$ cat config.mk
export PLATFORM = sky130hd
export DESIGN_NAME = fetch_branch_unit
export DESIGN_NICKNAME = d
export VERILOG_FILES = /design/src/rtl/fetch_branch_unit.sv
export SDC_FILE = /design/constraint.sdc
export NUM_CORES = 1
export LEC_CHECK = 0
export ABC_CLOCK_PERIOD_IN_PS = 3500
export CAP_MARGIN = 20
export CORE_MARGIN = 2
export CORE_UTILIZATION = 45
export DETAILED_ROUTE_END_ITERATION = 8
export PLACE_DENSITY_LB_ADDON = 0.25
export SYNTH_ARGS = -nofsm -noshare
export SYNTH_HDL_FRONTEND = slang
export SYNTH_SLANG_ARGS = --single-unit
$ cat constraint.sdc
create_clock -name clk -period 3.5 [get_ports clk]
set_clock_uncertainty 0.15 [all_clocks]
set_input_delay 0.525 -clock clk [delete_from_list [all_inputs] [get_ports clk]]
set_output_delay 0.525 -clock clk [all_outputs]
set_load 0.01 [all_outputs]
$ cat src/rtl/fetch_branch_unit.sv
// Tron CPU front end: PC, instruction register, PSR and condition logic.
// Feeds the controller FSM and applies its add/branch/jump commands.
module fetch_branch_unit #(
  parameter int              WIDTH    = 16,
  parameter logic [WIDTH-1:0] RESET_PC = '0
) (
  input  logic             clk,
  input  logic             reset,
  input  logic [WIDTH-1:0] mem_rdata,
  input  logic             fetch_phase,
  input  logic [3:0]       flag_op,
  input  logic [7:0]       immediate,
  input  logic             pc_add,
  input  logic             pc_branch,
  input  logic             pc_jump,
  input  logic [WIDTH-1:0] jump_target,
  input  logic [4:0]       flags_in,
  input  logic             flag_write,
  output logic [WIDTH-1:0] mem_addr,
  output logic [WIDTH-1:0] pc,
  output logic [WIDTH-1:0] pc_plus1,
  output logic [WIDTH-1:0] instruction,
  output logic [7:0]       instruction_op,
  output logic [4:0]       psr,
  output logic             cond_true
);

  logic [WIDTH-1:0] r_pc;
  logic [WIDTH-1:0] r_ir;
  logic [4:0]       r_psr;
  logic [3:0]       r_cond;
  logic [7:0]       r_disp;

  logic [WIDTH-1:0] w_pc_plus1;
  logic [WIDTH-1:0] w_pc_branch;
  logic [WIDTH-1:0] w_instr;
  logic [3:0]       w_op;
  logic [3:0]       w_ext;
  logic [7:0]       w_dec;
  logic             w_cond;
  logic             w_n;
  logic             w_z;
  logic             w_f;
  logic             w_l;
  logic             w_c;

  assign w_pc_plus1  = r_pc + 1'b1;
  assign w_pc_branch = r_pc + {{(WIDTH-8){r_disp[7]}}, r_disp};
  assign w_instr     = fetch_phase ? mem_rdata : r_ir;
  assign w_op        = w_instr[15:12];
  assign w_ext       = w_instr[7:4];

  assign w_n = r_psr[4];
  assign w_z = r_psr[3];
  assign w_f = r_psr[2];
  assign w_l = r_psr[1];
  assign w_c = r_psr[0];

  // Opcode decode: some major opcodes carry a sub-opcode in bits [7:4]
  always_comb begin
    w_dec = {w_op, 4'b0000};
    if (w_op == 4'b0000 || w_op == 4'b0100) begin
      w_dec = {w_op, w_ext};
    end else if (w_op == 4'b1000) begin
      if (w_ext == 4'b0100) w_dec = 8'b1000_0100;
      else                  w_dec = {4'b1000, 3'b000, w_instr[4]};
    end
  end

  // Evaluate latched condition code against the registered flags
  always_comb begin
    w_cond = 1'b1;
    case (r_cond)
      4'b0000: w_cond = w_z;
      4'b0001: w_cond = !w_z;
      4'b0010: w_cond = w_c;
      4'b0011: w_cond = !w_c;
      4'b0100: w_cond = w_l;
      4'b0101: w_cond = !w_l;
      4'b0110: w_cond = w_n;
      4'b0111: w_cond = !w_n;
      4'b1000: w_cond = w_f;
      4'b1001: w_cond = !w_f;
      4'b1010: w_cond = !w_l && !w_z;
      4'b1011: w_cond = w_l || w_z;
      4'b1100: w_cond = !w_n && !w_z;
      4'b1101: w_cond = w_n || w_z;
      default: w_cond = 1'b1;
    endcase
  end

  // Capture instruction, condition and displacement only during fetch
  always_ff @(posedge clk) begin
    if (reset) begin
      r_ir   <= '0;
      r_cond <= 4'b0000;
      r_disp <= 8'h00;
    end else if (fetch_phase) begin
      r_ir   <= mem_rdata;
      r_cond <= flag_op;
      r_disp <= immediate;
    end
  end

  // PC update; jump outranks branch, branch outranks sequential advance
  always_ff @(posedge clk) begin
    if (reset) begin
      r_pc <= RESET_PC;
    end else if (pc_jump) begin
      r_pc <= w_cond ? jump_target : w_pc_plus1;
    end else if (pc_branch) begin
      r_pc <= w_cond ? w_pc_branch : w_pc_plus1;
    end else if (pc_add) begin
      r_pc <= w_pc_plus1;
    end
  end

  // Flag register load from the ALU
  always_ff @(posedge clk) begin
    if (reset) begin
      r_psr <= 5'b00000;
    end else if (flag_write) begin
      r_psr <= flags_in;
    end
  end

  assign mem_addr       = r_pc;
  assign pc             = r_pc;
  assign pc_plus1       = w_pc_plus1;
  assign instruction    = w_instr;
  assign instruction_op = w_dec;
  assign psr            = r_psr;
  assign cond_true      = w_cond;

endmodule

==> git commit body <==
Log flow metrics for this revision

- Result of the run: finished, final reports clean
- Power per standard cell area: about 350 nW/um^2
- PnR worst setup slack: 254 ps
- Number of antenna violations at the first check in global routing: 0
* Classification of the worst setup path: flop to output port
* Number of optimization iterations in the first detailed-route pass: 5
- Initial cell density of the core: a little under half
* Floorplan Core Area: 7610 sq um
- Summing all placed instances gives a cell area of 4830 sq um.
* Most common reg cell: sky130_fd_sc_hd__dfxtp_1
* HPWL after detailed placement: 7510 um
- Number of diodes: 0
- Upper clock frequency limit: 308 MHz
* Crit-path max cell delay: roughly 600 ps
* Worst path arrival time: 2570 ps
- Warning total across the stage logs: 26
- Cell taking the most area after synthesis: sky130_fd_sc_hd__dfxtp_1
- Clock tree synthesis selected as its root buffer the cell sky130_fd_sc_hd__clkbuf_8.
* Slew of the pin with the lowest slew margin: about 630 ps
- CTS tree: done
* Met2 Track Usage GR: between 40 and 50%
* Cells along the critical path: nand4_1, nor3_1, nand2_1, xnor2_1, clkdlybuf4s50_1
* WL met2: 4720 um
- # Cells Yosys: around 420
- For this run, design rule violations remaining after detail routing come to 0.
- The required time at the worst endpoint is listed as 2820 ps.
- Number of levels the H-tree was split into: 2
- In this run the remaining antenna-violating nets after routing total 0.
- Average via count per standard cell: roughly 5.5
- In this run the vertical extent of the chip is 91.9 um.
- WL final: 9970 um
* Share of synthesized area occupied by flip-flops and latches: 28.2%
- Nets@finish: 612
* Layout cells sized above 1: between 8 and 9%
- Avg Synthesized Cell Area: 8.30 sq um
- Final-report hold violation count: 0
- Met3 Use GR: 3.62%
- The warning tally printed by Yosys for this design is 0.
* Final Util: 64.8%
- Post-Layout Cell Count: 642
- Remaining global-route overflow: 0
- Async set-reset flop share out of synthesis: 0%
- STA classifies the critical path endpoint as an output port.
* Length of routed wiring on met1: between 4000 and 5000 um
- Flip-flops with a built-in enable: 0
- Max-slew check failures listed in the final report amount to 0.
- Pin count of the biggest net entering global routing: 32
- The pre-CTS setup check shows a worst slack of 162 ps.
* Leakage power: 2.13 nW
- In this run the tightest slew margin relative to its limit is approximately 58%.
* Total power of the final layout: 1.75 mW
* RSZ-0062 raised after global routing: no
- Global routing used 22.9% of the available tracks.
* Met3 wire length: 750 um
* Routed WL per cell: about 16 um
* DRT iter0 DRCs: 129
- Cell area after synthesis: 3480 sq um
- Chip Width: 91.9 um
* IO Count: between 100 and 150
- Post-route minimum period: 3250 ps
- Buffers on Ports: around 130
- The clock passes through at most 2 buffers.
* Wire length of the first global-routing pass: 15,800 um
- Final tally of setup violations: 0
- The report puts the hold buffer count at CTS at 0.
- Synthesis inferred between 40 and 50 register bits.
- Row count: 32
- Uppermost layer routed: met4
- Max-cap violation count: 0
- The most critical hold endpoint after final layout shows a slack of 362 ps.
- Of all nets on the critical path, the largest fanout is 9.
- Worst-path clk slew: about 100 ps
* Overall chip area: 8440 sq um
- CTS saw 49 sinks.
- Vias in the first global route: ~3,300
* Main area contributors after synthesis: sky130_fd_sc_hd__dfxtp_1 (28%), sky130_fd_sc_hd__mux2i_1 (7.8%), sky130_fd_sc_hd__nor2_1 (5.9%), sky130_fd_sc_hd__ha_1 (5.8%), sky130_fd_sc_hd__xnor2_1 (4.8%)
- Final estimated routing congestion in global placement: 0.922
- Cell with the most instances after synthesis: sky130_fd_sc_hd__nor2_1
- Routing layer with the top usage in global route: met2
* Yosys Chip Area: 3480 sq um
* Cycle use final: 92.7%
- Most common library cells after synthesis: sky130_fd_sc_hd__nor2_1 (55), sky130_fd_sc_hd__dfxtp_1 (49), sky130_fd_sc_hd__mux2i_1 (27), sky130_fd_sc_hd__nand2_1 (26), sky130_fd_sc_hd__a21oi_1 (20)
* Post-synth top area share: 28.2%
- At floorplan, the net count of the design was reported as 492.
- Yosys cell types: 57
* Post-Syn Instances: 419
- Global-route met1 utilization: 29.3%
- The finished cells cover 4930 sq um.
- Total negative slack for setup checks: 0 ps
* Count of vias placed by the detailed router: 3,503
- According to the hold report, the worst path is of the flop to flop type.
- The flow measured a signed area growth from synthesis to layout of 41.9%.
* Latest clock arrival within the worst-skew pair: just over 300 ps
- The slowest stage of the critical path belongs to the cell sky130_fd_sc_hd__clkdlybuf4s50_1.
- VDD sags by at most 179 uV.
- Startpoint types: flop
* Instance count after placement with tap cells included: around 630
state kept, by name (all words and copies together) (netlist names):
signal / flops
psr: 5
mem_addr: 16
r_cond: 4
r_ir: 16
r_disp: 8
where the power goes:
group | internal [mW] | total, mW | switching (mW)
clock | 0.146 | 0.352 | 0.206
sequential | 0.604 | 0.670 | 0.0657
combinational | 0.397 | 0.727 | 0.330
layout make-up:
cell class                      count  area [sq um]
Inverter                           18          70.1
Fill cell                         666          2680
Sequential cell                    49           981
Timing Repair Buffer              149          1450
Multi-Input combinational cell    316          2200
Clock inverter                      3          26.3
Tap cell                          102           128
Clock buffer                        5          68.8
kinds of logic after synthesis:
group | after synthesis | share of synthesized area (%)
mux | 42 | 13.2
flops | 49 | 28.2
fa+ha+maj | 17 | 6.34
buf+inv | 54 | 8.35
compound gates | 90 | 18.1
xor+xnor | 31 | 7.81
simple gates | 136 | 18.0
cells in the final DEF, fill, tap and decap left out, types with 3 or more instances in the layout:
cell / synthesis / routed
sky130_fd_sc_hd__and2_1: 11 / 11
sky130_fd_sc_hd__xnor2_1: 19 / 19
sky130_fd_sc_hd__o221ai_1: 3 / 3
sky130_fd_sc_hd__a21o_1: 9 / 9
sky130_fd_sc_hd__a221o_1: 4 / 4
sky130_fd_sc_hd__dfxtp_1: 49 / 49
sky130_fd_sc_hd__nor2_1: 55 / 55
sky130_fd_sc_hd__ha_1: 16 / 16
sky130_fd_sc_hd__o21ai_0: 16 / 16
sky130_fd_sc_hd__clkbuf_8: 0 / 5
sky130_fd_sc_hd__xor2_1: 12 / 12
sky130_fd_sc_hd__nor2b_1: 3 / 3
sky130_fd_sc_hd__nand3_1: 18 / 18
sky130_fd_sc_hd__mux2i_1: 27 / 27
sky130_fd_sc_hd__o22ai_1: 4 / 4
sky130_fd_sc_hd__and3_1: 3 / 3
sky130_fd_sc_hd__clkdlybuf4s50_1: 0 / 132
sky130_fd_sc_hd__inv_1: 16 / 16
sky130_fd_sc_hd__a31oi_1: 4 / 4
sky130_fd_sc_hd__nand4_1: 5 / 5
sky130_fd_sc_hd__a21oi_1: 20 / 20
sky130_fd_sc_hd__o211ai_1: 3 / 3
sky130_fd_sc_hd__mux2_2: 12 / 12
sky130_fd_sc_hd__buf_4: 18 / 16
sky130_fd_sc_hd__nor3_1: 9 / 9
sky130_fd_sc_hd__a22oi_1: 3 / 3
sky130_fd_sc_hd__nand2_1: 26 / 26
final timing paths:
path | startpoint | end | slack, ps | depth (start not counted)
worst max-delay path | mem_addr[2] | pc_plus1[11] | 250 | 5
worst min-delay path | r_disp[2] | r_disp[2] | 360 | 2
worst max register to register | mem_addr[4] | mem_addr[9] | 590 | 8
worst min register to register | r_disp[2] | r_disp[2] | 360 | 2
critical path, delay by kind of cell, from the launching register on:
kind                      cells  cell delay, ps
buffers and inverters         1             600
DFF                           1             530
and+or+nand+nor               3             870
xor gates and xnor gates      1             270
timing repair:
action | in CTS | in global routing
setup endpoints to repair | 0 | 1
resized | 0 | 1
buffers inserted | 0 | 0
Clock nets:
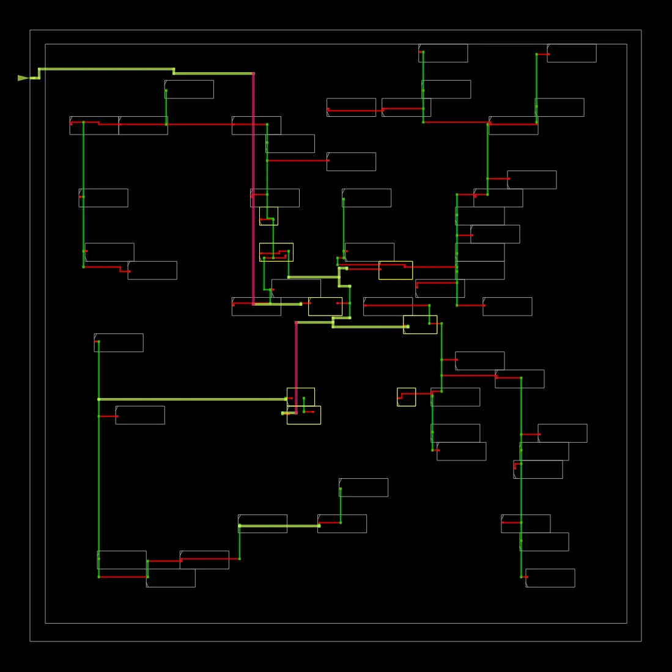
Seq cells: 49
total clock network power: 352 uW
Inserted Clock Buffers: 5
# clk buffers: 5

Selected gate families:
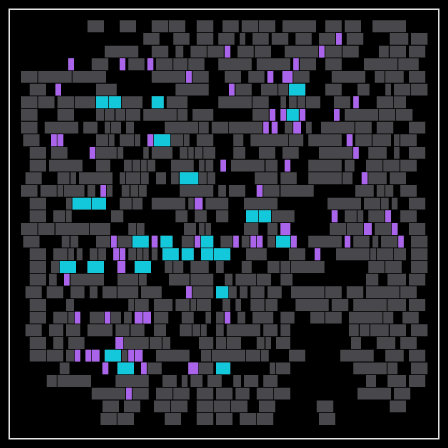
[cyan] non-inverting ao/oa cells | cells: 26
[purple] nor cells | cells: 67 | where: spread over the die

Power is estimated from default activity; no workload was simulated.
